File: src/rtl/mips_cpu_multdiv.sv
// Iterative multiply/divide unit owning the architectural HI/LO registers.
// Define MIPS_MULTDIV_MADD_EN to add SPECIAL2 MADD/MADDU/MSUB/MSUBU accumulation.
module mips_cpu_multdiv #(
    parameter int unsigned WIDTH = 32
) (
    input  logic             clk,
    input  logic             reset,
    input  logic             start,
    input  logic [5:0]       insop,
    input  logic [5:0]       func,
    input  logic [WIDTH-1:0] op_a,
    input  logic [WIDTH-1:0] op_b,
    output logic             busy,
    output logic             done,
    output logic [WIDTH-1:0] hi_out,
    output logic [WIDTH-1:0] lo_out
);

    localparam int unsigned CW = $clog2(WIDTH) + 1;
    localparam int unsigned PW = 2 * WIDTH;

    typedef enum logic [1:0] {
        S_IDLE,
        S_MUL,
        S_DIV,
        S_FINISH
    } state_t;

    state_t            state_q, state_d;
    logic [CW-1:0]     cnt_q, cnt_d;
    logic [WIDTH-1:0]  acc_q, acc_d;
    logic [WIDTH-1:0]  sh_q, sh_d;
    logic [WIDTH-1:0]  opb_q, opb_d;
    logic [WIDTH-1:0]  a_raw_q, a_raw_d;
    logic              is_div_q, is_div_d;
    logic              neg_lo_q, neg_lo_d;
    logic              neg_hi_q, neg_hi_d;
    logic              dz_q, dz_d;
    logic [WIDTH-1:0]  hi_q, hi_d;
    logic [WIDTH-1:0]  lo_q, lo_d;
    logic              busy_q, busy_d;
    logic              done_q, done_d;

    // Instruction decode
    logic dec_special;
    logic dec_mult, dec_multu, dec_div, dec_divu, dec_mthi, dec_mtlo;
    logic dec_signed, dec_mul_any, dec_div_any, dec_md;

    assign dec_special = (insop == 6'b000000);
    assign dec_mult    = dec_special && (func == 6'b011000);
    assign dec_multu   = dec_special && (func == 6'b011001);
    assign dec_div     = dec_special && (func == 6'b011010);
    assign dec_divu    = dec_special && (func == 6'b011011);
    assign dec_mthi    = dec_special && (func == 6'b010001);
    assign dec_mtlo    = dec_special && (func == 6'b010011);
    assign dec_div_any = dec_div | dec_divu;

`ifdef MIPS_MULTDIV_MADD_EN
    logic dec_special2, dec_madd, dec_maddu, dec_msub, dec_msubu, dec_mac, dec_sub;
    logic mac_q, mac_d;
    logic msub_q, msub_d;

    assign dec_special2 = (insop == 6'b011100);
    assign dec_madd     = dec_special2 && (func == 6'b000000);
    assign dec_maddu    = dec_special2 && (func == 6'b000001);
    assign dec_msub     = dec_special2 && (func == 6'b000100);
    assign dec_msubu    = dec_special2 && (func == 6'b000101);
    assign dec_mac      = dec_madd | dec_maddu | dec_msub | dec_msubu;
    assign dec_sub      = dec_msub | dec_msubu;
    assign dec_signed   = dec_mult | dec_div | dec_madd | dec_msub;
    assign dec_mul_any  = dec_mult | dec_multu | dec_mac;
`else
    assign dec_signed   = dec_mult | dec_div;
    assign dec_mul_any  = dec_mult | dec_multu;
`endif

    assign dec_md = dec_mul_any | dec_div_any;

    // Operand magnitudes for signed ops
    logic             a_neg, b_neg;
    logic [WIDTH-1:0] a_mag, b_mag;

    assign a_neg = dec_signed & op_a[WIDTH-1];
    assign b_neg = dec_signed & op_b[WIDTH-1];
    assign a_mag = a_neg ? (~op_a + WIDTH'(1)) : op_a;
    assign b_mag = b_neg ? (~op_b + WIDTH'(1)) : op_b;

    logic [WIDTH:0]   sum;
    logic [WIDTH:0]   shifted;
    logic [WIDTH:0]   diff;
    logic [PW-1:0]    prod;
    logic [PW-1:0]    prod_s;

    always_comb begin
        state_d  = state_q;
        cnt_d    = cnt_q;
        acc_d    = acc_q;
        sh_d     = sh_q;
        opb_d    = opb_q;
        a_raw_d  = a_raw_q;
        is_div_d = is_div_q;
        neg_lo_d = neg_lo_q;
        neg_hi_d = neg_hi_q;
        dz_d     = dz_q;
        hi_d     = hi_q;
        lo_d     = lo_q;
        busy_d   = busy_q;
        done_d   = 1'b0;
        sum      = '0;
        shifted  = '0;
        diff     = '0;
        prod     = '0;
        prod_s   = '0;
`ifdef MIPS_MULTDIV_MADD_EN
        mac_d    = mac_q;
        msub_d   = msub_q;
`endif

        unique case (state_q)
            S_IDLE: begin
                if (start) begin
                    if (dec_md) begin
                        state_d  = dec_div_any ? S_DIV : S_MUL;
                        cnt_d    = '0;
                        acc_d    = '0;
                        busy_d   = 1'b1;
                        a_raw_d  = op_a;
                        is_div_d = dec_div_any;
                        dz_d     = (op_b == '0);
                        neg_lo_d = a_neg ^ b_neg;
                        neg_hi_d = a_neg;
                        // Divide shifts the dividend through sh; multiply shifts the multiplier
                        if (dec_div_any) begin
                            sh_d  = a_mag;
                            opb_d = b_mag;
                        end else begin
                            sh_d  = b_mag;
                            opb_d = a_mag;
                        end
`ifdef MIPS_MULTDIV_MADD_EN
                        mac_d  = dec_mac;
                        msub_d = dec_sub;
`endif
                    end else if (dec_mthi) begin
                        hi_d = op_a;
                    end else if (dec_mtlo) begin
                        lo_d = op_a;
                    end
                end
            end

            S_MUL: begin
                // {acc, sh} forms the running product; multiplier bits retire from sh[0]
                sum   = {1'b0, acc_q} + {1'b0, opb_q & {WIDTH{sh_q[0]}}};
                acc_d = sum[WIDTH:1];
                sh_d  = {sum[0], sh_q[WIDTH-1:1]};
                cnt_d = cnt_q + CW'(1);
                if (cnt_q == CW'(WIDTH - 1)) begin
                    state_d = S_FINISH;
                end
            end

            S_DIV: begin
                shifted = {acc_q, sh_q[WIDTH-1]};
                diff    = shifted - {1'b0, opb_q};
                if (!diff[WIDTH]) begin
                    acc_d = diff[WIDTH-1:0];
                    sh_d  = {sh_q[WIDTH-2:0], 1'b1};
                end else begin
                    acc_d = shifted[WIDTH-1:0];
                    sh_d  = {sh_q[WIDTH-2:0], 1'b0};
                end
                cnt_d = cnt_q + CW'(1);
                if (cnt_q == CW'(WIDTH - 1)) begin
                    state_d = S_FINISH;
                end
            end

            S_FINISH: begin
                prod   = {acc_q, sh_q};
                prod_s = neg_lo_q ? (~prod + PW'(1)) : prod;
                if (is_div_q) begin
                    if (dz_q) begin
                        lo_d = '1;
                        hi_d = a_raw_q;
                    end else begin
                        lo_d = neg_lo_q ? (~sh_q + WIDTH'(1)) : sh_q;
                        hi_d = neg_hi_q ? (~acc_q + WIDTH'(1)) : acc_q;
                    end
                end else begin
`ifdef MIPS_MULTDIV_MADD_EN
                    if (mac_q) begin
                        {hi_d, lo_d} = msub_q ? ({hi_q, lo_q} - prod_s) : ({hi_q, lo_q} + prod_s);
                    end else begin
                        {hi_d, lo_d} = prod_s;
                    end
`else
                    {hi_d, lo_d} = prod_s;
`endif
                end
                busy_d  = 1'b0;
                done_d  = 1'b1;
                state_d = S_IDLE;
            end

            default: begin
                state_d = S_IDLE;
                busy_d  = 1'b0;
            end
        endcase
    end

    always_ff @(posedge clk) begin
        if (!reset) begin
            state_q  <= S_IDLE;
            cnt_q    <= '0;
            acc_q    <= '0;
            sh_q     <= '0;
            opb_q    <= '0;
            a_raw_q  <= '0;
            is_div_q <= 1'b0;
            neg_lo_q <= 1'b0;
            neg_hi_q <= 1'b0;
            dz_q     <= 1'b0;
            hi_q     <= '0;
            lo_q     <= '0;
            busy_q   <= 1'b0;
            done_q   <= 1'b0;
`ifdef MIPS_MULTDIV_MADD_EN
            mac_q    <= 1'b0;
            msub_q   <= 1'b0;
`endif
        end else begin
            state_q  <= state_d;
            cnt_q    <= cnt_d;
            acc_q    <= acc_d;
            sh_q     <= sh_d;
            opb_q    <= opb_d;
            a_raw_q  <= a_raw_d;
            is_div_q <= is_div_d;
            neg_lo_q <= neg_lo_d;
            neg_hi_q <= neg_hi_d;
            dz_q     <= dz_d;
            hi_q     <= hi_d;
            lo_q     <= lo_d;
            busy_q   <= busy_d;
            done_q   <= done_d;
`ifdef MIPS_MULTDIV_MADD_EN
            mac_q    <= mac_d;
            msub_q   <= msub_d;
`endif
        end
    end

    assign busy   = busy_q;
    assign done   = done_q;
    assign hi_out = hi_q;
    assign lo_out = lo_q;

endmodule

File: config.mk
export PLATFORM = sky130hd
export DESIGN_NAME = mips_cpu_multdiv
export DESIGN_NICKNAME = d
export VERILOG_FILES = /design/src/rtl/mips_cpu_multdiv.sv
export SDC_FILE = /design/constraint.sdc
export NUM_CORES = 1
export LEC_CHECK = 0
export CAP_MARGIN = 20
export CELL_PAD_IN_SITES_DETAIL_PLACEMENT = 0
export CELL_PAD_IN_SITES_GLOBAL_PLACEMENT = 1
export CORE_MARGIN = 4
export CORE_UTILIZATION = 40
export DETAILED_ROUTE_END_ITERATION = 8
export PLACE_DENSITY_LB_ADDON = 0.08
export SKIP_CTS_REPAIR_TIMING = 1
export SYNTH_ARGS = -nofsm -noshare
export SYNTH_HDL_FRONTEND = slang
export SYNTH_SLANG_ARGS = --single-unit
File: constraint.sdc
create_clock -name clk -period 4.7 [get_ports clk]
set_input_delay 1.41 -clock clk [delete_from_list [all_inputs] [get_ports clk]]
set_output_delay 1.41 -clock clk [all_outputs]
set_load 0.05 [all_outputs]
Run 1, clock routing:
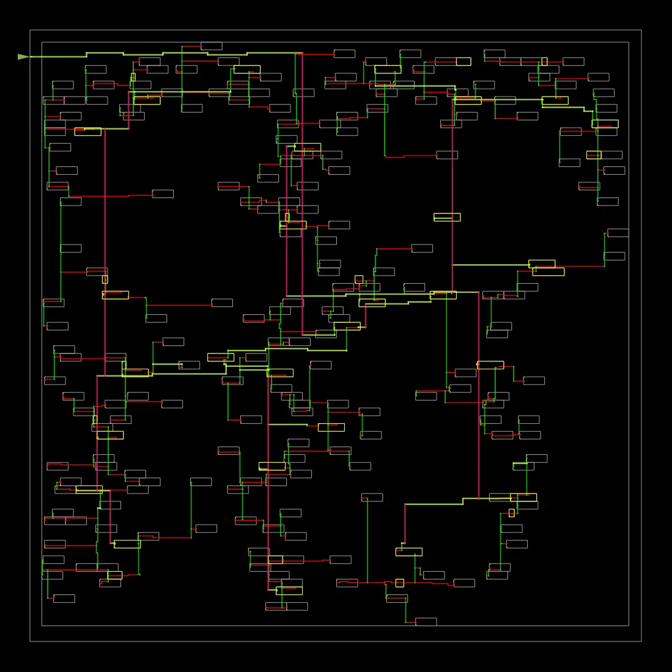
number of buffers added by the clock tree synthesis step: 26
number of sequential cells: 206

Run 1, cells coloured by class:
Fill, decap, tap and diode cells in grey.
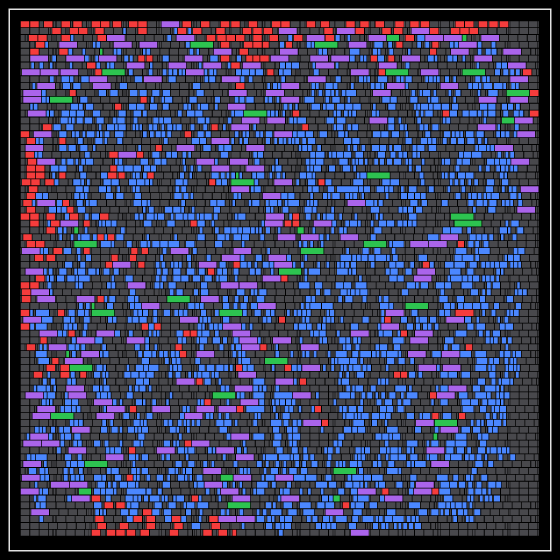
legend:
  clock drivers and dummy loads:
    colour: green
    cells: 41
  remaining buffers and delay cells:
    colour: red
    cells: 235
  sequential cells:
    colour: purple
    cells: 206
  remaining logic cells:
    colour: blue
    cells: 1982
Util after Layout: 0.4729
placement row count: 75
Core Region: 41850 um^2

Run 1, routed metal, one colour a layer:
Bar = 50 um. Two of the layers only.
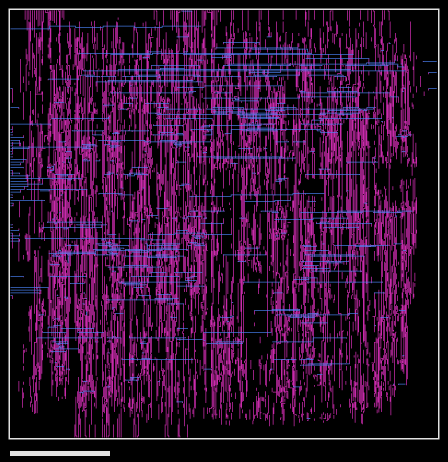
legend:
  M2:
    colour: magenta
    wire_length: 32.2 mm
  M3:
    colour: blue
    wire_length: 5010 um
total vias in the final route: 18.45k
routed wire length: 73.57 mm

==> datasheet_impl.txt, run 1 <==
Physical implementation characteristics

Parameter                              Value

Detailed routing
  Residual DRC .................. 0
  Tally of nets with antenna violations remaining after routing .................. 0
  Drt first-iter violations .................. 1912
  DR WL/cell .................. approximately 24 um

Synth
  Count of warnings emitted by yosys .................. 0
  Synthesized area divided by synthesized cell count .................. 7.085 um^2
  Number of register bits inferred by synthesis .................. a little over 200
  Post-synth tally of flip-flops with integrated enable .................. 0
  Syn Inst Count .................. 2389
  Yosys-reported design area after synthesis .................. approximately 17000 um^2
  Total nets after synthesis .................. 2544
  Sequential element share of the synthesized area .................. 0.2436
  Cell total in the yosys stat output .................. ~2.4k
  Cell variety after synth .................. 79
  Mapped Area .................. 16930 um^2
  Synth Flop Type .................. dfxtp_1
  Post-synthesis async set-or-reset flop share .................. 0

Placed design
  HPWL after detailed placement .................. 56.78 mm
  Final GP Congestion .................. around 0.95
  DP Area .................. 18990 um^2
  Worst slack after detailed placement .................. 313.4 ps
  Port Buffers .................. 144
  Placed insts .................. about 3.0k

Cells and area
  Number of standard cells in the final layout excluding fillers .................. 3003
  Layout Cell Area excl Fill .................. roughly 20000 um^2
  Area taken by multi-input logic gates .................. 11830 um^2
  Sequential cell area .................. 4124 um^2
  Diodes inserted .................. 0
  NumNets Final .................. 2606
  Fillers .................. 4307

Final timing
  Setup violations, final .................. 0
  Setup repair after global routing missed its margin .................. false
  Worst slew margin .................. 0.2779
  Final Hold Viols .................. 0
  Setup TNS .................. 0 ps
  Worst hold slack .................. ~450 ps
  Upper clock frequency limit .................. 253.8 MHz
  Fin worst setup slack .................. 760.4 ps
  Worst-case clock skew .................. 14.02 ps
  Max Slew Vio Count .................. 0
  Shortest clock period the worst path allows after layout .................. just under 4000 ps
  Period utilisation layout .................. 0.8382
  Measured slew at the worst slew-check pin .................. 1080 ps

GRT
  Number of antenna violations at the first check in global routing .................. 1
  Total overflow reported by the global router .................. 0
  Number of global-route vias before repair .................. 17.40k
  First-pass GRT wire length .................. 109.7 mm
  Total GRT Usage .................. 0.3130

Pwr
  Pleak .................. 7.491 nW
  Overall power after layout .................. 0.004028 W
  Worst vdd rail ir drop .................. 0.2306 mV
  P per Cell Area .................. 203.5 nW/um^2

Worst setup path
  Critical-path cell list .................. inv_1 -> ha_1 -> fa_1 -> nand2b_1 -> a21oi_1 -> o21ai_0 -> a21oi_1 -> a21o_1 -> a211o_1 -> buf_12 -> a21boi_0 -> a22o_1 -> o21ai_0
  Peak per-stage delay on the critical path .................. 550 ps
  Category of the critical setup timing path .................. flop to flop
  Cell with the largest stage delay on the worst path .................. a21oi_1
  Launch point of the worst reg-to-reg path .................. sh_q[31]
  Beginning of the critical path .................. sh_q[31]
  Buffer and inverter count on the worst path .................. 2
  Worst EP required .................. 5130 ps
  Depth of the worst register-to-register path .................. 13
  Minimum setup slack among reg-to-reg paths .................. ~760 ps
  R2R Path End .................. acc_q[29]
  CP delay by family, top .................. AND-OR/OR-AND gates
  Critical Path AT .................. between 4000 and 5000 ps

Run status
  Result of the run .................. completed

Hold path
  Worst hold path endpoint .................. a_raw_q[0]
  Hold Crit Class .................. flop to flop
  Hold Crit Depth .................. 2
  HP Start .................. a_raw_q[0]

Floorplanning
  Total die size .................. 45670 um^2
  Die extent in x .................. 213.7 um
  IO Count .................. 145
  Die H .................. 213.7 um

CTS
  Latency at later pin .................. 560 ps
  Clock root cell .................. clkbuf_16
  Clock slew at the register clock pins of the worst setup and hold paths .................. 70 ps
  Number of buffers between clock root and the deepest sink .................. 3
  Clock tree from TritonCTS .................. built
  H-Tree Depth .................. 1

Job
  Number of max-cap violations .................. 0
[run 1: per-layer routing]
layer / vias up / share of wire / global-route usage
li1: 8715 / - / -
met1: 8803 / 0.44 / 0.4358
met2: 767 / 0.44 / 0.4884
met3: 169 / 0.068 / 0.03833
met4: 0 / 0.056 / 0.1393
met5: - / 0 / 0
[run 1: cells in the final DEF (no fill, tap or decap), types with 25 or more instances in the layout]
master           netlist  layout
a21oi_1              257     256
a22oi_1               45      45
a31oi_1               39      39
buf_4                  0      90
clkbuf_16              0      27
clkdlybuf4s50_1        0     143
dfxtp_1              206     206
ha_1                  74      73
inv_1                 59      58
mux2i_1               33      33
nand2_1              344     344
nand2b_1              28      28
nand3_1               63      62
nor2_1               172     170
nor3_1                65      65
o211ai_1              64      64
o21ai_0              181     181
o221ai_1              43      43
o31ai_1               25      25
xnor2_1              110     110
xor2_1                97      97
[run 1: Yosys cell counts, types with 12 or more instances]
master,number,area share
a21o_1,24,0.011
xnor2_1,110,0.057
and2_1,12,0.0044
nor2_1,172,0.038
nor3_1,65,0.019
and3_1,14,0.0052
clkbuf_1,187,0.041
or4_1,19,0.0084
dfxtp_1,206,0.24
o21ai_0,181,0.054
o31ai_1,25,0.011
o211ai_1,64,0.028
nor4_1,15,0.0055
or3_1,20,0.0074
a31oi_1,39,0.014
xor2_1,97,0.050
nand3_1,63,0.019
o221ai_1,43,0.022
nand2_1,344,0.076
mux2i_1,33,0.020
o22ai_1,13,0.0048
a21oi_1,257,0.076
ha_1,74,0.055
inv_1,59,0.013
a22oi_1,45,0.020
nand4_1,17,0.0063
nand2b_1,28,0.010
[run 1: worst register-to-register path: cells and delay by family (launching register included)]
family | cells | cell delay, ps
buffers and inverters | 2 | 380
adders and majority gates | 2 | 690
and+or+nand+nor | 1 | 190
DFF | 1 | 340
AOI/OAI and AO/OA | 8 | 2210
[run 1: area by class of cell]
| cell class | count | area share |
|---|---|---|
| sequential | 206 | 0.2083 |
| clock buffer | 35 | 0.03767 |
| tap | 539 | 0.03407 |
| timing repair buffer | 235 | 0.1077 |
| clock inverter | 6 | 0.003034 |
| inverter | 60 | 0.01150 |
| multi-input combinational | 1922 | 0.5977 |
[run 1: how the worst max path moves through the flow]
stage	end	slack [ps]	depth (start not counted)
global route	sh_q[25]	600	10
CTS	acc_q[29]	820	13
detailed placement	opb_q[26]	310	9
floorplan	sh_q[25]	1020	9
finish	acc_q[29]	760	13
global placement	opb_q[26]	330	9
[run 1: report_power, final]
group	total (W)	leakage, nW	internal, W	switching [W]
Clock	0.00198	0.392	0.00115	0.000828
Combinational	0.000303	5.44	0.000109	0.000194
Sequential	0.00175	1.66	0.00175	0.000000973
Total	0.00403	7.49	0.00301	0.00102
[run 1: logic make-up (layout without fill, tap and decap cells)]
family                     count (synthesis)  in the layout  synth area share
muxes                                     37             37           0.02218
AOI/OAI and AO/OA                        785            785            0.2873
and+or+nand+nor                          817            817            0.2239
adders and majority gates                 76             76           0.05707
xor gates and xnor gates                 207            207            0.1071
buffers and inverters                    261            336           0.05884
DFF                                      206            206            0.2436
==> run 2, diff against run 1 <==
==> constraint.sdc (replaced) <==
create_clock -name clk -period 4 [get_ports clk]
set_input_delay 1.2 -clock clk [delete_from_list [all_inputs] [get_ports clk]]
set_output_delay 1.2 -clock clk [all_outputs]
set_load 0.05 [all_outputs]
Run 2, clock network drawn from the DEF:
Bar = 50 um.
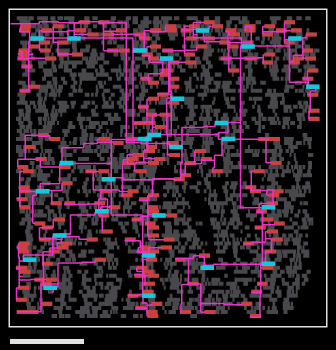
legend:
  flip-flops:
    colour: red
    count: 206
  clock wires:
    colour: magenta
    length: 3550 um
  clock-net drivers:
    colour: cyan
    count: 27
routed clock nets: 28
worst-case clock skew: 17.86 ps
Latency at later pin: 570 ps
proportion of power drawn by the clock network: 0.494
Clock Power: 0.00238 W

==> datasheet_impl.txt, run 2 <==
Physical implementation characteristics

Parameter                              Value

CTS
  Clock slew at the register clock pins of the worst setup and hold paths .................. 60 ps
  H-Tree Depth .................. 1
  Clock root cell .................. clkbuf_16
  Number of buffers between clock root and the deepest sink .................. 3
  Number of buffers added by the clock tree synthesis step .................. 27
  Clock tree from TritonCTS .................. built

Floorplanning
  Total die size .................. 45670 um^2
  Core Region .................. ~42000 um^2
  Die H .................. about 210 um
  Die extent in x .................. ~210 um
  IO Count .................. 145

Synth
  Post-synthesis async set-or-reset flop share .................. 0
  Number of register bits inferred by synthesis .................. 206
  Top cells by count .................. nand2_1, a21oi_1, dfxtp_1, clkbuf_1, o21ai_0
  Syn Inst Count .................. 2389
  Total nets after synthesis .................. roughly 2.5k
  Post-synth tally of flip-flops with integrated enable .................. 0
  Count of warnings emitted by yosys .................. 0
  Synthesized area divided by synthesized cell count .................. 7.085 um^2
  Synth Flop Type .................. dfxtp_1
  Cell total in the yosys stat output .................. 2389
  Post-synth area hogs .................. dfxtp_1, nand2_1, a21oi_1
  Yosys-reported design area after synthesis .................. roughly 17000 um^2
  Library cell occupying the most area in the post-synthesis netlist .................. dfxtp_1
  Sequential element share of the synthesized area .................. 0.2436
  Cell variety after synth .................. approximately 80

Pwr
  Switching share of power .................. 0.2602
  Worst vdd rail ir drop .................. 0.2613 mV
  Pleak .................. 7.986 nW
  Portion of total power attributed to sequential cells .................. 0.426
  P per Cell Area .................. 234.0 nW/um^2

Worst setup path
  Peak per-stage delay on the critical path .................. 560 ps
  Cell with the largest stage delay on the worst path .................. or3_1
  CP delay by family, top .................. simple AND/OR/NAND/NOR gates
  Category of the critical setup timing path .................. flop to flop
  Buffer and inverter count on the worst path .................. 2
  Critical Path AT .................. 4170 ps

Final timing
  Shortest clock period the worst path allows after layout .................. 3732 ps
  Period utilisation layout .................. 0.9330
  Worst hold slack .................. roughly 450 ps
  Upper clock frequency limit .................. 267.9 MHz
  Setup repair after global routing missed its margin .................. false
  Max Slew Vio Count .................. 0
  Worst slew margin .................. 0.3013

Detailed routing
  Top layer reached by signal wires .................. met4
  Routed wire length .................. 73.94 mm
  Total met3 wirelength after detailed routing .................. 5.286 mm
  Met1 Wirelength .................. 32.10 mm
  DR WL/cell .................. ~24 um
  Residual DRC .................. 0

Cells and area
  Layout Cell Area excl Fill .................. 20600 um^2
  NumNets Final .................. ~2.7k
  Top cell excl fill/tap .................. nand2_1

Placed design
  HPWL after detailed placement .................. 57.59 mm
  Final GP Congestion .................. 0.9422
  DP Area .................. 19760 um^2

GRT
  Total GRT Usage .................. 0.3140
  First-pass GRT wire length .................. 110.3 mm
  Number of antenna violations at the first check in global routing .................. 1

Hold path
  Hold Crit Class .................. flop to flop

Run status
  Result of the run .................. completed
==> run 2: cell families (layout without fill, tap and decap cells) <==
group,count (synthesis),after routing,synth area share
simple gates,817,817,0.2239
fa+ha+maj,76,76,0.05707
mux,37,37,0.02218
compound gates,785,785,0.2873
buf+inv,261,437,0.05884
other cells,0,2,0
xor+xnor,207,207,0.1071
flops,206,206,0.2436
==> run 2: routing by layer <==
| layer | vias up | GRT usage |
|---|---|---|
| li1 | 8936 | - |
| met1 | 8950 | 0.4275 |
| met2 | 731 | 0.4965 |
| met3 | 128 | 0.05384 |
| met4 | 0 | 0.1269 |
| met5 | - | 0 |
==> run 2: path summary, 6_finish.rpt <==
path	startpoint	to	slack, ps	cells past startpoint
worst max-delay path	sh_q[0]	hi_out[30]	270	12
worst max register to register	sh_q[0]	hi_out[30]	270	12
worst min register to register	a_raw_q[22]	a_raw_q[22]	450	2
worst min-delay path	a_raw_q[22]	a_raw_q[22]	450	2
==> run 2: layout make-up <==
| cell class | count | area, um^2 |
|---|---|---|
| fillers | 4333 | 21250 |
| multi-input cells | 1922 | 11830 |
| flip-flops and latches | 206 | 4124 |
| repair buffers | 329 | 2900 |
| clock buffers | 35 | 735.7 |
| well taps | 539 | 674.4 |
| inverters | 60 | 227.7 |
| clock inverters | 13 | 106.4 |
| diodes | 2 | 5.005 |
==> run 2: tightest hold or removal path, delay by kind of cell (launching register included) <==
family          cells  cell delay (ps)
compound gates      1               50
flops               1              300
simple gates        1               50
==> run 2: power groups by stage <==
| stage | clock, W | sequential [W] | combinational (W) |
|---|---|---|---|
| 2_1_floorplan | 0 | 0.00210 | 0.000120 |
| 3_5_place_dp | 0 | 0.00210 | 0.000377 |
| 3_3_place_gp | 0 | 0.00210 | 0.000378 |
| 5_1_grt | 0.00250 | 0.00205 | 0.000402 |
| 6_report | 0.00238 | 0.00205 | 0.000387 |
| 4_1_cts | 0.00242 | 0.00205 | 0.000378 |
==> run 2: per-stage QoR <==
| stage | utilization | setup TNS, ps | setup slack (ps) | total power [W] | std cells |
|---|---|---|---|---|---|
| final | 0.4923 | 0 | 267.9 | 0.004821 | 3106 |
| after CTS | 0.4922 | 0 | 333.4 | 0.004848 | 3104 |
| after global placement | 0.4720 | -214.3 | -108.5 | 0.002477 | 3056 |
| after detailed placement | 0.4720 | -388.3 | -99.98 | 0.002476 | 3056 |
| after global routing | 0.4922 | 0 | 13.53 | 0.004953 | 3104 |
| after floorplan | - | 0 | 531.3 | 0.002219 | 2389 |
Power figures rest on the tool's default switching activity, not on a simulated workload.
